File: src/rtl/tbird_pkg.sv
// Shared state encodings and lamp patterns for the Thunderbird tail-light sequencer.
// Lamp vector layout is {LC,LB,LA,RA,RB,RC}, so each side lights outward from the centre.
package tbird_pkg;

  typedef enum logic [2:0] {
    S_IDLE = 3'd0,
    S_L1   = 3'd1,
    S_L2   = 3'd2,
    S_L3   = 3'd3,
    S_R1   = 3'd4,
    S_R2   = 3'd5,
    S_R3   = 3'd6,
    S_LR3  = 3'd7
  } state_e;

  localparam logic [5:0] PAT_OFF = 6'b000000;
  localparam logic [5:0] PAT_L1  = 6'b001000;
  localparam logic [5:0] PAT_L2  = 6'b011000;
  localparam logic [5:0] PAT_L3  = 6'b111000;
  localparam logic [5:0] PAT_R1  = 6'b000100;
  localparam logic [5:0] PAT_R2  = 6'b000110;
  localparam logic [5:0] PAT_R3  = 6'b000111;
  localparam logic [5:0] PAT_ALL = 6'b111111;

  function automatic logic [5:0] state_pattern(input state_e s);
    logic [5:0] pat;
    pat = PAT_OFF;
    case (s)
      S_IDLE:  pat = PAT_OFF;
      S_L1:    pat = PAT_L1;
      S_L2:    pat = PAT_L2;
      S_L3:    pat = PAT_L3;
      S_R1:    pat = PAT_R1;
      S_R2:    pat = PAT_R2;
      S_R3:    pat = PAT_R3;
      S_LR3:   pat = PAT_ALL;
      default: pat = PAT_OFF;
    endcase
    return pat;
  endfunction

endpackage

File: src/rtl/sync_nff.sv
// N-flop single-bit synchroniser for an asynchronous switch input.
// Synchronous reset clears every stage so no stale switch level survives a reset.
module sync_nff #(
  parameter int N = 2
) (
  input  logic clk,
  input  logic rst,
  input  logic d,
  output logic q
);

  logic [N-1:0] sync_q;

  always_ff @(posedge clk) begin
    if (rst) begin
      sync_q <= {N{1'b0}};
    end else begin
      sync_q <= {sync_q[N-2:0], d};
    end
  end

  assign q = sync_q[N-1];

endmodule

File: src/rtl/thunderbird_tail_fsm.sv
// Thunderbird tail-light sequencer: steps on the clk_div strobe, drives six lamps.
// Lamps and busy are registered from the next state, so they change on the stepping edge.
module thunderbird_tail_fsm
  import tbird_pkg::*;
#(
  parameter int SYNC_STAGES = 2
) (
  input  logic       clk,
  input  logic       rst,
  input  logic       clk_en,
  input  logic       left,
  input  logic       right,
  input  logic       hazard,
  output logic [5:0] lights,
  output logic       busy
);

  logic       l_s;
  logic       r_s;
  logic       h_s;
  state_e     state_q;
  state_e     state_d;
  logic [5:0] lights_q;
  logic       busy_q;

  sync_nff #(.N(SYNC_STAGES)) u_sync_left (
    .clk (clk),
    .rst (rst),
    .d   (left),
    .q   (l_s)
  );

  sync_nff #(.N(SYNC_STAGES)) u_sync_right (
    .clk (clk),
    .rst (rst),
    .d   (right),
    .q   (r_s)
  );

  sync_nff #(.N(SYNC_STAGES)) u_sync_hazard (
    .clk (clk),
    .rst (rst),
    .d   (hazard),
    .q   (h_s)
  );

  // L3/R3 ignore hazard and fall to IDLE; hazard is picked up on the following strobe.
  always_comb begin
    state_d = S_IDLE;
    case (state_q)
      S_IDLE: begin
        if (h_s || (l_s && r_s)) begin
          state_d = S_LR3;
        end else if (l_s) begin
          state_d = S_L1;
        end else if (r_s) begin
          state_d = S_R1;
        end else begin
          state_d = S_IDLE;
        end
      end
      S_L1:    state_d = h_s ? S_LR3 : S_L2;
      S_L2:    state_d = h_s ? S_LR3 : S_L3;
      S_L3:    state_d = S_IDLE;
      S_R1:    state_d = h_s ? S_LR3 : S_R2;
      S_R2:    state_d = h_s ? S_LR3 : S_R3;
      S_R3:    state_d = S_IDLE;
      S_LR3:   state_d = S_IDLE;
      default: state_d = S_IDLE;
    endcase
  end

  always_ff @(posedge clk) begin
    if (rst) begin
      state_q  <= S_IDLE;
      lights_q <= PAT_OFF;
      busy_q   <= 1'b0;
    end else if (clk_en) begin
      state_q  <= state_d;
      lights_q <= state_pattern(state_d);
      busy_q   <= (state_d != S_IDLE);
    end else begin
      state_q  <= state_q;
      lights_q <= lights_q;
      busy_q   <= busy_q;
    end
  end

  assign lights = lights_q;
  assign busy   = busy_q;

endmodule

File: config.mk
export PLATFORM = sky130hd
export DESIGN_NAME = thunderbird_tail_fsm
export DESIGN_NICKNAME = d
export VERILOG_FILES = /design/src/rtl/tbird_pkg.sv /design/src/rtl/sync_nff.sv /design/src/rtl/thunderbird_tail_fsm.sv
export SDC_FILE = /design/constraint.sdc
export NUM_CORES = 1
export LEC_CHECK = 0
export ABC_AREA = 1
export ABC_CLOCK_PERIOD_IN_PS = 1200
export CORE_UTILIZATION = 43
export DETAILED_ROUTE_END_ITERATION = 16
export PLACE_DENSITY_LB_ADDON = 0.3
export SYNTH_ARGS = -nofsm -noshare
export SYNTH_HDL_FRONTEND = slang
export SYNTH_HIERARCHICAL = 1
export SYNTH_SLANG_ARGS = --single-unit
export TNS_END_PERCENT = 50
File: constraint.sdc
create_clock -name clk -period 1.2 [get_ports clk]
set_clock_uncertainty 0.05 [all_clocks]
set_input_delay 0.18 -clock clk [delete_from_list [all_inputs] [get_ports clk]]
set_output_delay 0.18 -clock clk [all_outputs]
set_load 0.005 [all_outputs]
Figure 1. Clock routing.
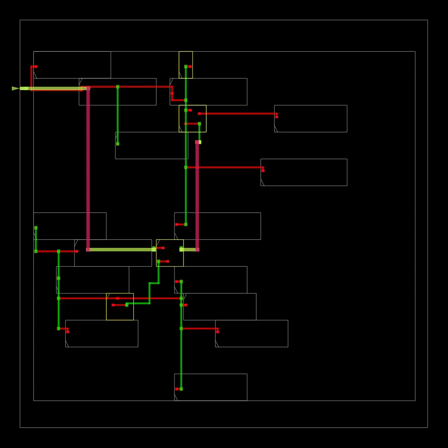
# clk buffers: 4
clock tree sinks: 15

Figure 2. Selected gate families.
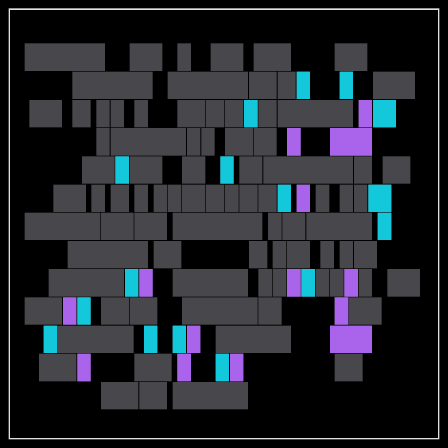
cyan -> inv cells  # cells 16, most used inv_1
purple -> nor cells  # cells 14, most used nor2_1
most common logic cell in the routed design: nand2_1
Post-Layout Cell Count: 130
combinational share of cell area: 0.358

Figure 3. Ports around the boundary.
Scale bar: 10 um. Pins as bars across the die edge, other pins in gray.
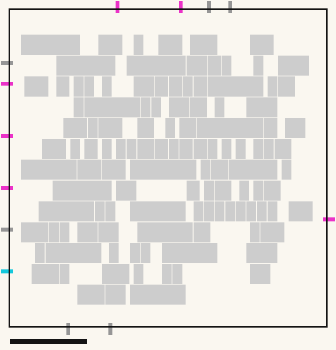
cyan -> right  # pins 1, direction input, edge west
magenta -> lights  # pins 6, direction output, edge 3 west, 2 north, 1 east
Port Buffers: 12
Die W: 41.3 um
Die Span Y: 41.3 um

## worst paths after layout
| kind | startpoint | endpoint | slack [ns] | depth (start not counted) |
|---|---|---|---|---|
| max | state_q[0] | lights[3] | -0.05 | 9 |
| min | u_sync_right/sync_q[0] | u_sync_right/sync_q[1] | 0.35 | 2 |
| max reg2reg | state_q[0] | lights[3] | -0.05 | 9 |
| min reg2reg | u_sync_right/sync_q[0] | u_sync_right/sync_q[1] | 0.35 | 2 |
## power breakdown
| group | internal (uW) | switching (uW) |
|---|---|---|
| logic | 141 | 160 |
| registers | 539 | 29.9 |
| clock network | 129 | 147 |
## flip-flops by register name (all words and copies together) (netlist names)
register,flops
busy,1
lights,6
state_q,2
u_sync_hazard/sync_q,2
u_sync_left/sync_q,2
u_sync_right/sync_q,2
## placed cells by master (no fill, tap or decap)
master	n
a21oi_1	6
a21oi_2	3
buf_4	6
clkbuf_1	1
clkbuf_4	3
clkdlybuf4s50_1	5
clkinv_1	1
dfxtp_1	9
dfxtp_2	4
dfxtp_4	2
dlygate4sd2_1	7
inv_1	12
inv_2	1
inv_4	2
nand2_1	23
nand2_2	7
nand2_4	1
nand3_1	2
nand3_4	1
nor2_1	12
nor2_4	2
o21ai_0	3
o21ai_2	1
or2_2	1
## Yosys cell counts
master    number  area [sq um]
nand2_1       27           101
dfxtp_1       15           300
inv_1         13          48.8
nor2_1        12          45.0
a21oi_1        9          45.0
nand2_2        4          25.0
o21ai_0        3          15.0
inv_2          2          7.51
nand3_1        2          10.0
buf_4          1          7.51
buf_6          1          11.3
clkinv_1       1          3.75
nand3_2        1          10.0
nor2_2         1          6.26
nor2_4         1          11.3
o21ai_2        1          8.76
or2_2          1          6.26
## metal layers
metal,global-route usage,up-vias,wire [um]
li1,-,330,-
met1,0.191,271,582
met2,0.277,9,573
met3,0.0489,4,25
met4,0.121,0,27
met5,0,-,0
## cells by family (layout without fill, tap and decap cells)
family          after synthesis  in the layout  share of synthesized area
compound gates               13             13                      0.104
buf+inv                      18             38                      0.119
flops                        15             15                      0.453
simple gates                 49             49                      0.325
## critical path, stage by stage, from the launching register on
cell,delay (ns)
dfxtp_4,0.37
inv_4,0.06
nand2_4,0.06
nor2_4,0.12
nand2_1,0.07
nand2_2,0.10
nand2_2,0.09
nand2_2,0.07
nand2_2,0.06
a21oi_2,0.13
## metrics by stage
stage           util  setup slack, ns  hold WS [ns]  TNS (ns)
2_1_floorplan      -           0.0915         0.201         0
3_3_place_gp   0.595           -0.161         0.342    -0.864
3_5_place_dp   0.595           -0.174         0.343    -0.994
4_1_cts        0.625           -0.123         0.354    -0.458
5_1_grt        0.660           -0.113         0.371    -0.473
6_report       0.660          -0.0463         0.354   -0.0935
## cell type report
class / count / area share
Multi-Input combinational cell: 62 / 0.358
Sequential cell: 15 / 0.347
Timing Repair Buffer: 18 / 0.173
Inverter: 16 / 0.0721
Clock buffer: 4 / 0.0291
Tap cell: 15 / 0.0208
## repair_timing
item | CTS | global route
endpoints found under the hold margin | 0 | 0
setup endpoints to repair | 11 | 9
resized | 14 | 14
setup buffers | 1 | 2
gates cloned | 0 | 0
pin swaps | 0 | 5
==> run summary <==
run results: via count of the first global-routing pass 482, DRC Markers 0, WL per Instance 9.30 um, Peak VDD IR 807 uV, I/O pins 13, die area around 1700 sq um, Max-slew headroom 0.850, Synth Instances 95, Row Count 13, logic area 323 sq um, Leakage 0.000449 uW, min Tclk post-route 1.25 ns, WS Path Type reg2reg, fin area ~900 sq um, pin count of the biggest net entering global routing 10, clk ins delay skew pair approximately 0.28 ns, Crit path required time approximately 1.4 ns, Seq share, synth 0.453, vias post-DR 614, n_diodes 0, pwr dens about 1300 nW/um^2, fp util 0.485, Syn-to-layout area delta 36.0%, unrepaired setup endpoints after global routing true, Startpoint Class flop, share of cells above drive strength 1 0.296, global-route wire length before repair 1830 um, yosys stat chip area 663 sq um, fill count 125, Worst Path Max Fanout 5, Mapped Area 663 sq um, GPL Wtd Cong 0.833, Crit. End Element flop, Crit path arrival time 1.41 ns, number of distinct library cells after synthesis 17, total power approximately 1100 uW, worst min path class reg2reg, CTS Hold Buffers Added 0, Core Box Area 1370 sq um, YS warnings 6, failing checks negative setup slack, grt ovf 0, # Cells Yosys between 90 and 100, Slew Viols, Final 0, Placed Area 813 sq um, fmax 802 MHz, initial antenna violation count 0, root buf cell clkbuf_4, Syn Nets 101, DRT Pass-1 Iters 3, drt first-iter violations 5, Flops after synth 15, TritonCTS clock tree done, DP HPWL 905 um, synthesized area per cell roughly 7 sq um, Inst Count DP 124, H-tree depth 1, Slew @ Worst Pin 0.224 ns, cycle use final 1.04, fin worst setup slack -0.0463 ns, Reg area 313 sq um, max-cap violations 0, Tot GR Track Use 0.172, final tally of hold violations 0, total clock buffers created by CTS 3, post-DR vias/cell roughly 4.7, setup violators final 5, maximum clock insertion buffer count 2, OpenROAD warnings 28, clk slew on worst S/H paths 0.08 ns, routed wire length 1210 um, status finished with violations, Layout Nets 122, antenna-violating nets left 0
Power and IR drop assume default switching activity.
